Design microsequencer, sky130hd; sources not shown.
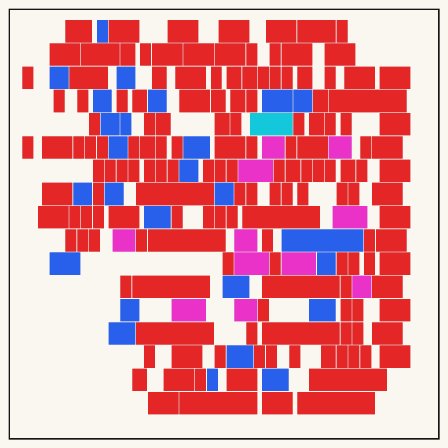
*Cells by drive strength*
size	colour	cells
drive 3 to 4	magenta	11
drive 2	blue	26
drive 1 or less	red	156
drive 6 and up	cyan	1
design area: 1450 sq um
Buffers, non-clock: 42

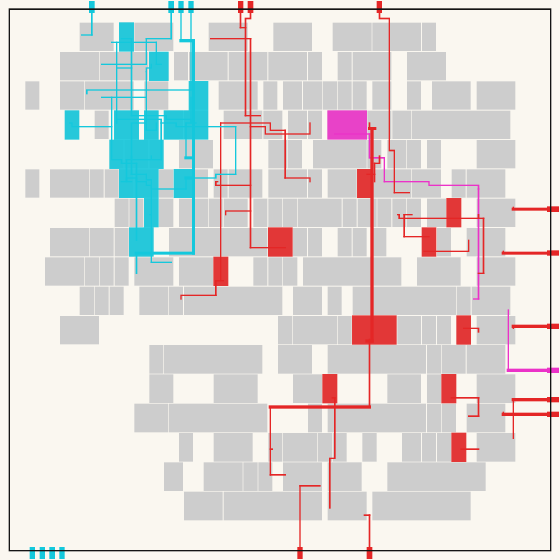
*I/O nets highlighted*
port	colour	bits	direction	edge	end cells	buffers	wire
ring_counter	red	10	output	5 east, 3 north, 2 south	10	10	230 microns
instr_done	magenta	1	output	east	1	1	38.2 microns
instruction	cyan	8	input	4 north, 4 south	16	4	192 microns
I/O pin count: 48
PortBufs: 40

==> impl_metrics.json <==
{
  "core_sq_um": 2190,
  "n_antenna_cell": 0,
  "worstSetupPathType": "input pin to output pin",
  "holdPathStages": 2,
  "highest_layer": "met4",
  "critPathMaxFanout": 4,
  "fmax_mhz": 315,
  "fin_cells": 222,
  "largest_reg_flops": 10,
  "ir_drop_uv": 129,
  "yosysChipArea_sq_um": 995,
  "viasPerCell": 4.82,
  "cts.clk_slew.worst_paths_ns": 0.08,
  "first_iter_violations": 11,
  "hold_class": "flop to flop",
  "synth_cell_types": 23,
  "r2r_setup_slack_ns": 1.54,
  "use_met2": 0.416,
  "finalMaxSlewViolations": 0,
  "ys_top_cells_by_area": "dfrtp_1, nand2_1, nor2_1, inv_1, o21ai_2",
  "synth-warning-count": 0,
  "grt_overflow": 0,
  "required_ns": 2.54,
  "grt_usage": 0.236,
  "fill_cells": 183,
  "grt_setup_unrepaired": "false",
  "synth.logic.top_family": "simple AND/OR/NAND/NOR gates",
  "grtUsageMet3": 0.0494,
  "hpwl_mm": 2.05,
  "cts_setup_buffers": 0,
  "final_util": 0.660,
  "ff2ff_path_depth": 9,
  "grt_busiest_layer": "met2",
  "leakagePower_nw": 0.801,
  "area_growth_pct": 45.4,
  "yosys_cells": 154,
  "dr.pass1.iters": 4,
  "fp_util": 0.454,
  "routed_wl_mm": 2.59,
  "root_buffer": "clkbuf_4",
  "power_density_nw_per_um2": 210,
  "ant_nets": 0,
  "xor_area_frac": 0,
  "die_width_microns": 50.1,
  "status": "completed",
  "syn-cell-area_sq_um": 995,
  "dp.cells": 218,
  "hold_viol_final": 0,
  "clock_latency_ns": 0.27,
  "route.met2.wl_mm": 1.31,
  "drc_errors": 0,
  "clock_sinks": 12,
  "cts_tree": "yes",
  "die_y_microns": 50.1,
  "seq_area_frac_synth": 0.303,
  "yosysTopAreaCell": "dfrtp_1",
  "timing.slew.headroom": 0.635,
  "grt_use_met1": 0.265,
  "wl_per_cell_microns": 11.7,
  "numSynthFlops": 12,
  "chip_area_sq_um": 2510,
  "netlist_instances": 154,
  "grt_antenna_before_repair": 0,
  "synth-simple-area-share": 0.405,
  "ys_sh_mux": 0,
  "warnings": 30,
  "fin_nets": 207,
  "critPathArrivalTime_ns": 2.42,
  "met1Wirelength_mm": 1.09,
  "fp-row-count": 17,
  "hold_buffers": 0,
  "whs_ns": 0.395,
  "period_minus_slack_ns": 3.18,
  "tightest_slew_ns": 0.546,
  "grt_start_max_net_pins": 17,
  "cts_buffers": 3,
  "vias": 1071,
  "htree_levels": 1,
  "synth_top_area_share": 0.277,
  "cts_buffer_depth": 2,
  "layout-drive-gt1-share": 0.196,
  "fa_ha_area_frac": 0,
  "synth-compound-area-share": 0.112,
  "total_power_uw": 304,
  "post-route-period-util": 0.963,
  "drv_cap": 0,
  "wl_met3_microns": 112,
  "crit_path_end_kind": "output pin",
  "synth.avg_cell_area_sq_um": 6.46,
  "postCtsResizedCells": 2,
  "critPathLaunchType": "input pin",
  "final.setup.tns_ns": 0,
  "setup_viol": 0,
  "grt_pass1_wl_mm": 4.57,
  "first_global_vias": 1117
}
[cell usage in the layout (no fill, tap or decap), types with 5 or more instances in the layout]
cell	n
dfrtp_1	11
nand2_2	5
nand2_1	37
nor2_1	23
clkdlybuf4s50_1	36
o21ai_0	8
nor2_2	7
inv_1	25
nand3_1	7
o21ai_2	6
[logic make-up (layout without fill, tap and decap cells)]
logic type	after synthesis	count (layout)
and+or+nand+nor	87	87
buffers and inverters	37	75
AOI/OAI and AO/OA	17	17
DFF	12	12
other	1	3
[synth_stat cells]
master    instances
inv_1            25
nor2_2            3
conb_1            1
nor3_1            1
nand2_2           5
clkbuf_1          1
nand3_2           1
nand2_4           3
a21oi_1           2
dfrtp_1          11
o21ai_0           8
or2_2             1
dfstp_2           1
buf_6             2
nand3_1           7
inv_2             3
buf_4             5
o21ai_2           6
inv_4             1
a21oi_2           1
nor2_4            2
nand2_1          37
nor2_1           27
[power by group]
group	leakage [nW]	switching (mW)	internal, mW
combinational	0.673	0.0235	0.0132
sequential	0.107	0.000501	0.147
clock	0.0210	0.0525	0.0671
[cell type report]
class,count,area (sq um),share of cell area
multi-input combinational,107,541,0.374
timing repair buffer,42,422,0.292
sequential,12,302,0.208
inverter,29,111,0.0770
clock buffer,4,36.3,0.0251
tap,28,35.0,0.0242
[worst max-delay path: stages]
cell and delay [ns]:
clkdlybuf4s50_1 0.49, inv_1 0.10, nand2_1 0.14, nor2_2 0.07, nand2_2 0.12, nand2_1 0.08
nor2_1 0.16, nand3_2 0.11, clkdlybuf4s50_1 0.49
[through the flow]
step / worst slack (ns) / instance area, sq um
2_1_floorplan: 1.08 / 1000
3_3_place_gp: 0.112 / 1390
4_1_cts: 0.0788 / 1430
3_5_place_dp: 0.0499 / 1390
5_1_grt: 0.0465 / 1450
6_report: 0.123 / 1450
Power is estimated from default activity; no workload was simulated.
